Design ysyx_22050078_pc_fetch_ctrl, sky130hd; sources not shown.
### Congestion heat map, run 1

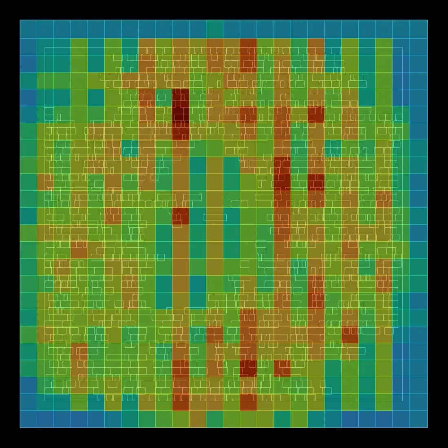
overall routing resource usage: 15.6%
global routing met1 resource utilization: 18.3%
GRT met2 Usage: 26.0%
highest-utilization routing layer at the global route stage: met2

### Register map, names as in the netlist, run 1

Drawn at 1.5 px/um. Other sequential cells in the stronger grey, the rest of the logic in the fainter grey.
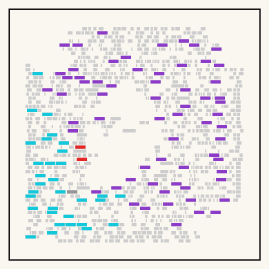
colour	signal	sequential cells
cyan	`u_inst_reg/dout_o`	32
purple	`u_pc_reg/dout_o`	64
red	`u_state_reg/dout_o`	2
Seq area share: 20.9%
combined flip-flop and latch cell area: 0.00198 mm2

### Pin placement, run 1

Drawn at 3 px/um. Pins as bars across the die edge, other pins in grey.
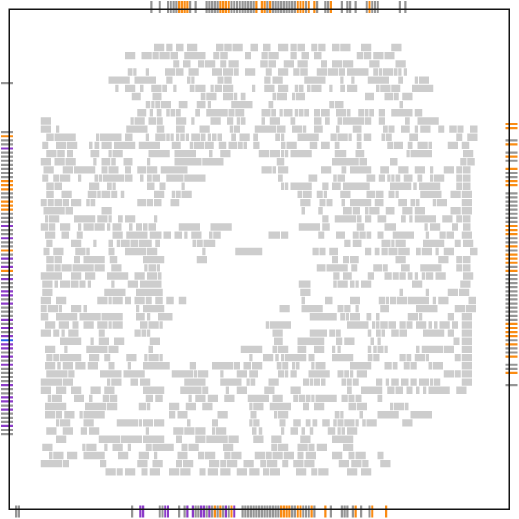
colour	port	pins	direction	edge
blue	`mem_resp_valid`	1	input	left
orange	`out_pc`	64	output	22 right, 19 top, 14 bottom, 9 left
purple	`out_inst`	32	output	21 left, 11 bottom
number of port buffers: 261
width of the die: 166 um
die outline height: 166 um

==> summary.txt, run 1 <==
This memo summarizes the results of the implementation run.

Power and ir drop
The script extracted a total leakage power of roughly 0.0036 uW. The highest supply drop recorded on VDD is 0.257 mV. Per the summary, power density relative to cell area is 358 mW/mm2.

Synthesis
The gate count after technology mapping is 813. The largest total area in the synthesized netlist belongs to dfxtp_1. The main area contributors are dfxtp_1, mux2i_1, and2_1. The number of library cell types mapped by synthesis is ~41. The chip area in the Yosys report is 0.00641 mm2.

For this run, the register share of the synthesized area comes to a little under a third. After synthesis, the largest area contributor takes up 30.9% of total cell area. The cell area that synthesis handed to floorplanning was ~0.0064 mm2. For this run, the number of Yosys warnings is 6. For reference, the post-synthesis area per instance comes to about 8 um2.

The post-synth register bit count is 99. In the synthesized netlist, the cells that appear most often are nor2_1, and2_1, dfxtp_1, mux2i_1, nand2_1. Yosys stat counts 813 cells in the synthesized netlist. The number of enable-type register cells in the synthesized netlist is 0. The library cell with the highest instance count after synthesis is nor2_1.

Timing
The transition time recorded at the tightest slew-check pin is 0.789 ns. The final setup slack of the worst path is 0.285 ns. The total negative setup slack is 0 ns.

The normalized max-slew margin is 47.4%. The end-of-flow timing check tallies setup violations at 0. The time the worst path needs with I/O delays and setup is 2.66 ns. Setup repair after global routing left no endpoint under its margin. Counting endpoints that fail hold in the final report gives 0. In the final report, the number of pins over their slew limit comes to 0. Post-route period utilization is reported as between 90 and 100%. Based on the critical path, the design can be clocked at up to 375 MHz. The final worst clock skew is 0.0113 ns.

Hold path
The class of the worst hold path is in2reg. The number of stages on the worst hold path is 2.

Run status
The run finished with clean final reports.

CTS
The total number of H-tree levels is 3. The post-CTS resize count is 0. On the reported timing paths, the clock transition at the registers reads 0.08 ns. The count of hold-fix buffers inserted at cts is 0. Per the CTS log, the buffer count on the longest clock path is 2.

The skew report gives the latency at the later pin of the worst-skew pair as 0.35 ns. TritonCTS built the clock tree. The cell sitting at the root of the clock tree is a clkbuf_16. Looking at the post-CTS report, the setup buffer insertion count equals 0.

The number of clock buffers inserted by TritonCTS is 9.

Floorplanning
The region available for standard cell placement spans about 0.021 mm2. The area of the die is 0.0276 mm2. Before placement the cells fill 30.5% of the core.

The floorplan has 53 rows.

Critical path
For flop-to-flop paths, the worst setup slack is 0.39 ns. At the worst endpoint, the required time is 2.65 ns. The data arrival time reported for the critical path is 2.37 ns. STA classifies the critical path endpoint as an output port. In the setup report, the worst path falls into the class reg2out.

The depth of the worst register-to-register path is 8. Per the timing report, the biggest fanout along the worst path comes to 39. The kind of launch point of the worst setup path is a flop.

Cells and area
Cells with a size suffix above 1 make up 10.7% of the layout. The count of non-filler cells in the finished layout is 1346. Per the run report, area growth between synthesis and finish was 48.1%. The final antenna diode count is 0.

In the final design database the tool counted approximately 1200 nets. The register with the most flip-flops in the layout has approximately 64 of them.

Placement
The wire-length estimate of the detail-placed layout is approximately 17000 um. The placer's final routability congestion estimate is 0.769.

Routing
Detailed-route iteration 0 reported a violation count of 339. The first-pass iteration count of the detailed router is 4. The script parses the final routing iteration and logs DRC violations as 0.

Wires add up to 22800 um. The routed length per instance is 16.9 um. Detailed routing inserted a total of 6426 vias. Per the detail_route report, vias per standard cell equal 4.77. The antenna violation net count after detailed routing is 0.

Job
The run reported a max-capacitance violation count of 0. Summing over the stages, the warning tally comes to 28.

GRT
The number of antenna violations at the first check in global routing is 0. The number of global-route vias before repair is 6333. The remaining global-route overflow is 0. Routing resource usage on met3 recorded by global route was 6.96%. The largest net degree at the start of global routing is 86.
## run 1: stage by stage
step / total power (uW) / instance area (um2) / util (%) / hold WS, ns
after floorplan: 1900 / 6420 / - / 0.367
after global placement: 2210 / 9190 / 43.7 / 0.463
after detailed placement: 2210 / 9190 / 43.7 / 0.473
after CTS: 3460 / 9490 / 45.2 / 0.240
after global routing: 3560 / 9490 / 45.2 / 0.245
final: 3400 / 9490 / 45.2 / 0.250
## run 1: area by class of cell
type	instances	area, um2
Timing Repair Buffer	297	2760
Sequential cell	99	1980
Clock buffer	9	225
Tap cell	275	344
Multi-Input combinational cell	647	4060
Clock inverter	7	78.8
Fill cell	2113	11500
Inverter	12	45.0
## run 1: cells in the final DEF, fill, tap and decap left out, types with 10 or more instances in the layout
master	instances
nor4_1	17
o21ai_0	50
xnor2_1	35
buf_4	86
nor2_1	127
and2_1	99
nor3_1	16
nand2_1	65
clkdlybuf4s50_1	209
a31oi_1	18
and4_1	12
nand4_1	18
dfxtp_1	99
nand3_1	22
or3_1	10
mux2i_1	99
inv_1	12
## run 1: logic make-up after synthesis
logic type	after synthesis	synth area share, %
multiplexers	102	16.0
flip-flops	99	30.9
AND-OR/OR-AND	80	7.03
buffers and inverters	69	6.26
AND/OR/NAND/NOR	417	33.5
XOR/XNOR	44	6.01
adder cells (fa/ha/maj)	1	0.195
other	1	0.0585
## run 1: report_power, final
group          leakage [uW]  internal (uW)  switching (uW)
Combinational       0.00268            323             386
Sequential         0.000807           1390            77.6
Clock              0.000148            605             620
## run 1: worst max-delay path: stages, from the launching register on
cell	delay, ns
dfxtp_1	0.48
nor2b_4	0.20
buf_4	0.32
and2_1	0.18
clkdlybuf4s50_1	0.84
## run 1: metal layers
layer  routed length (um)  vias to the layer above
li1                     -                     3298
met1                 9750                     2943
met2                10700                      173
met3                 2160                       12
met4                  184                        0
met5                    0                        -
==> run 2: changes to the inputs <==
- CORE_MARGIN: 10 -> 8
- SETUP_SLACK_MARGIN: default -> 0.15
==> run 2 against run 1 <==
  * Total power is 0.73% lower
  * Flip-flop count stayed put
  * Sequential share of layout area hardly changed
  * Register-to-register slack better by 0.02 ns
  * Worst hold slack better by 0.24 ns
  * Clock skew is 0.0031 ns lower
  * Synthesized area stayed put
  * Largest cell class unchanged
  * Largest power group unchanged
==> summary.txt, run 2 <==
This memo summarizes the results of the implementation run.

Run status
The run finished with clean final reports.

Timing
The normalized max-slew margin is 55.7% (+8.3 points). The total negative setup slack is 0 ns (unchanged). The hold violation total from the final report was 0 (unchanged). The setup-violating endpoint count in the final report was 0 (unchanged).

Setup repair after global routing left no endpoint under its margin. The final max-slew violation count is 0 (unchanged).

Floorplanning
The placeable core region is 0.0210 mm2 (unchanged).

Synthesis
The number of library cell types mapped by synthesis is 41 (unchanged). Yosys instantiated no cell more often than nor2_1. By area the synthesized netlist is led by dfxtp_1, mux2i_1, and2_1. The number of cells in Yosys stat is 813 (unchanged). The gate count after technology mapping was 813 (unchanged).

The synthesized cell area came to 0.00641 mm2 (unchanged). The chip area in the Yosys report is 0.00641 mm2 (unchanged). The number of enable-type register cells in the synthesized netlist is 0 (unchanged). The total of flip-flops plus latches after synthesis is 99 (unchanged). The average footprint of a synthesized cell came to 7.89 um2 (unchanged).

Routing
The via count normalized by instance count is 4.75 (-0.54%). The violation count after the first detailed-route iteration is 383 (+13%). The met3 wirelength from detailed routing is 1830 um (-15%). The detailed-route via count is 6377 (-0.76%). The detailed-route wire length on metal 1 is 9540 um (-2.2%). The highest metal layer with signal wires is met5.

The total DRC errors in the routed layout is 0 (unchanged). The antenna violation net count after detailed routing is 0 (unchanged). The first-pass iteration count of the detailed router came to 4 (unchanged).

Placement
The total of buffers placed on input and output ports was 261 (unchanged). The placer's final routability congestion estimate is 0.757 (-1.6%).

Cells and area
In the layout the commonest cells are clkdlybuf4s50_1, nor2_1, and2_1, mux2i_1, dfxtp_1. The number of flip-flops in the largest register is 64 (unchanged). The number of nets at the end of the flow is 1166 (-0.26%). The final antenna diode count came to 0 (unchanged). The top logic cell by instance count in the layout is clkdlybuf4s50_1. The share of cells above drive strength 1 is 12.0% (+1.2 points).

Job
The count of warning messages emitted by the tools is 28 (unchanged). The max-cap check violation count is 0 (unchanged).

CTS
The total number of H-tree levels is 3 (unchanged). The cell at the root of the clock tree is clkbuf_16. The register clock-pin slew on the reported worst setup and hold paths is 0.08 ns (about the same).

GRT
The number of antenna violations at the first check in global routing came to 1 (+1). The largest net degree at the start of global routing came to 74 (-14%). The number of global-route vias before repair came to 6197 (-2.1%). The remaining global-route overflow is 0 (unchanged).

Critical path
The signal arrival time at the worst endpoint came to 2.83 ns (+0.46 ns). The biggest fanout along the worst timing path came to 11 (-72%). The reg-to-reg setup timing slack is 0.41 ns (+0.02 ns).

Power and ir drop
The maximum resistive drop on vdd is 0.288 mV (+12%). The static leakage is 0.00421 uW (+16%).

Hold path
The class of the worst hold path is reg2reg.
run 2: cell counts after synthesis:
No cell type changed its count.
run 2: cell families (layout without fill, tap and decap cells):
logic type | after synthesis | count (layout) | synth area share (%)
adder cells (fa/ha/maj) | 1 | 1 | 0.195
AND-OR/OR-AND | 80 | 80 | 7.03
buffers and inverters | 69 | 322 | 6.26
multiplexers | 102 | 102 | 16.0
AND/OR/NAND/NOR | 417 | 417 | 33.5
flip-flops | 99 | 99 | 30.9
XOR/XNOR | 44 | 44 | 6.01
other | 1 | 3 | 0.0585
run 2: cell type report:
| cell class | instances | area, um2 | share of cell area, % |
|---|---|---|---|
| Clock buffer | 10 | 239 | 2.51 |
| Clock inverter | 6 | 56.3 | 0.592 |
| Tap cell | 275 | 344 | 3.62 |
| Multi-Input combinational cell | 647 | 4060 | 42.7 |
| Timing Repair Buffer | 294 | 2780 | 29.3 |
| Sequential cell | 99 | 1980 | 20.9 |
| Inverter | 12 | 45.0 | 0.474 |
run 2: routing by layer:
layer,track usage (%),vias up
met5,0,-
met1,19.3,2906
met2,27.7,172
li1,-,3286
met3,6.00,11
met4,3.28,2
run 2: worst max-delay path, cell delays in order, from the launching register on:
cell	delay [ns]
dfxtp_1	0.46
nand4_1	0.17
or4_4	0.52
or4_4	0.57
or3_1	0.37
a31oi_1	0.17
mux2i_1	0.09
nor2_1	0.10
run 2: timing repair:
item                       4_1_cts  5_1_grt
gates resized                    2       29
buffers inserted                 0        0
gates cloned                     0        0
setup endpoints to repair        2       29
pin swaps                        0        0
hold buffers                     0        0
run 2: report_power, final:
group          internal, uW  switching [uW]  total (uW)
clock                   616             588        1200
sequential             1390            81.0        1470
combinational           321             381         702
run 2: metrics by stage:
stage / setup WS, ns / area [um2] / hold slack (ns) / cells / utilization [%]
after floorplan: 0.171 / 6420 / 0.367 / 815 / -
after global placement: 0.114 / 9140 / 0.463 / 1327 / 43.5
after detailed placement: 0.0726 / 9140 / 0.476 / 1327 / 43.5
after CTS: 0.154 / 9430 / 0.495 / 1343 / 44.9
after global routing: 0.225 / 9500 / 0.520 / 1343 / 45.2
final: 0.407 / 9500 / 0.489 / 1343 / 45.2
### Close-up of the layout, run 2

Region (69, 36) to (94, 61) um. Cells in grey, sequential cells in the stronger grey; small squares are vias.
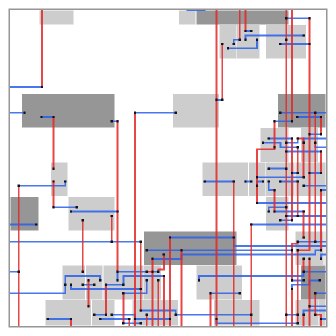
colour	layer
blue	M1
red	M2
sequential cells in the window	3
most frequent	o21ai_0 (5), clkdlybuf4s50_1 (5), nor2_1 (4)
cells with their middle in the window	27

### Register map, names as in the netlist, run 2

Drawn at 1.5 px/um. Other sequential cells in the stronger grey, the rest of the logic in the fainter grey.
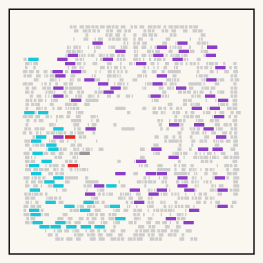
colour	signal	sequential cells
red	`u_state_reg/dout_o`	2
cyan	`u_inst_reg/dout_o`	32
purple	`u_pc_reg/dout_o`	64
power in sequential cells: 1470 uW
Seq area share: 20.9%
final core area utilization: 45.2%

### Pin placement, run 2

Drawn at 3 px/um. Pins as bars across the die edge, other pins in grey.
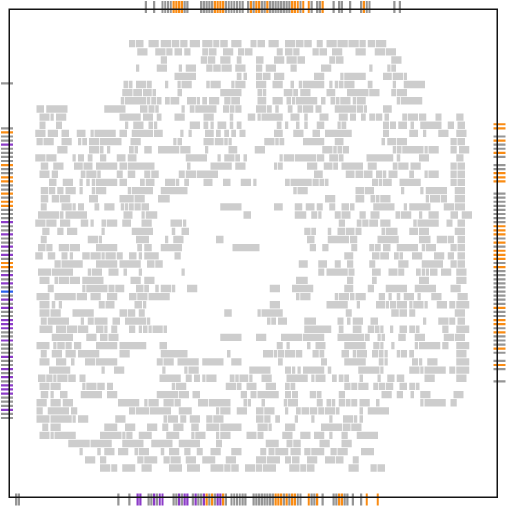
width of the die: 162 um
die outline height: 162 um

No activity file was given, so power comes from the tool's default toggle rates.
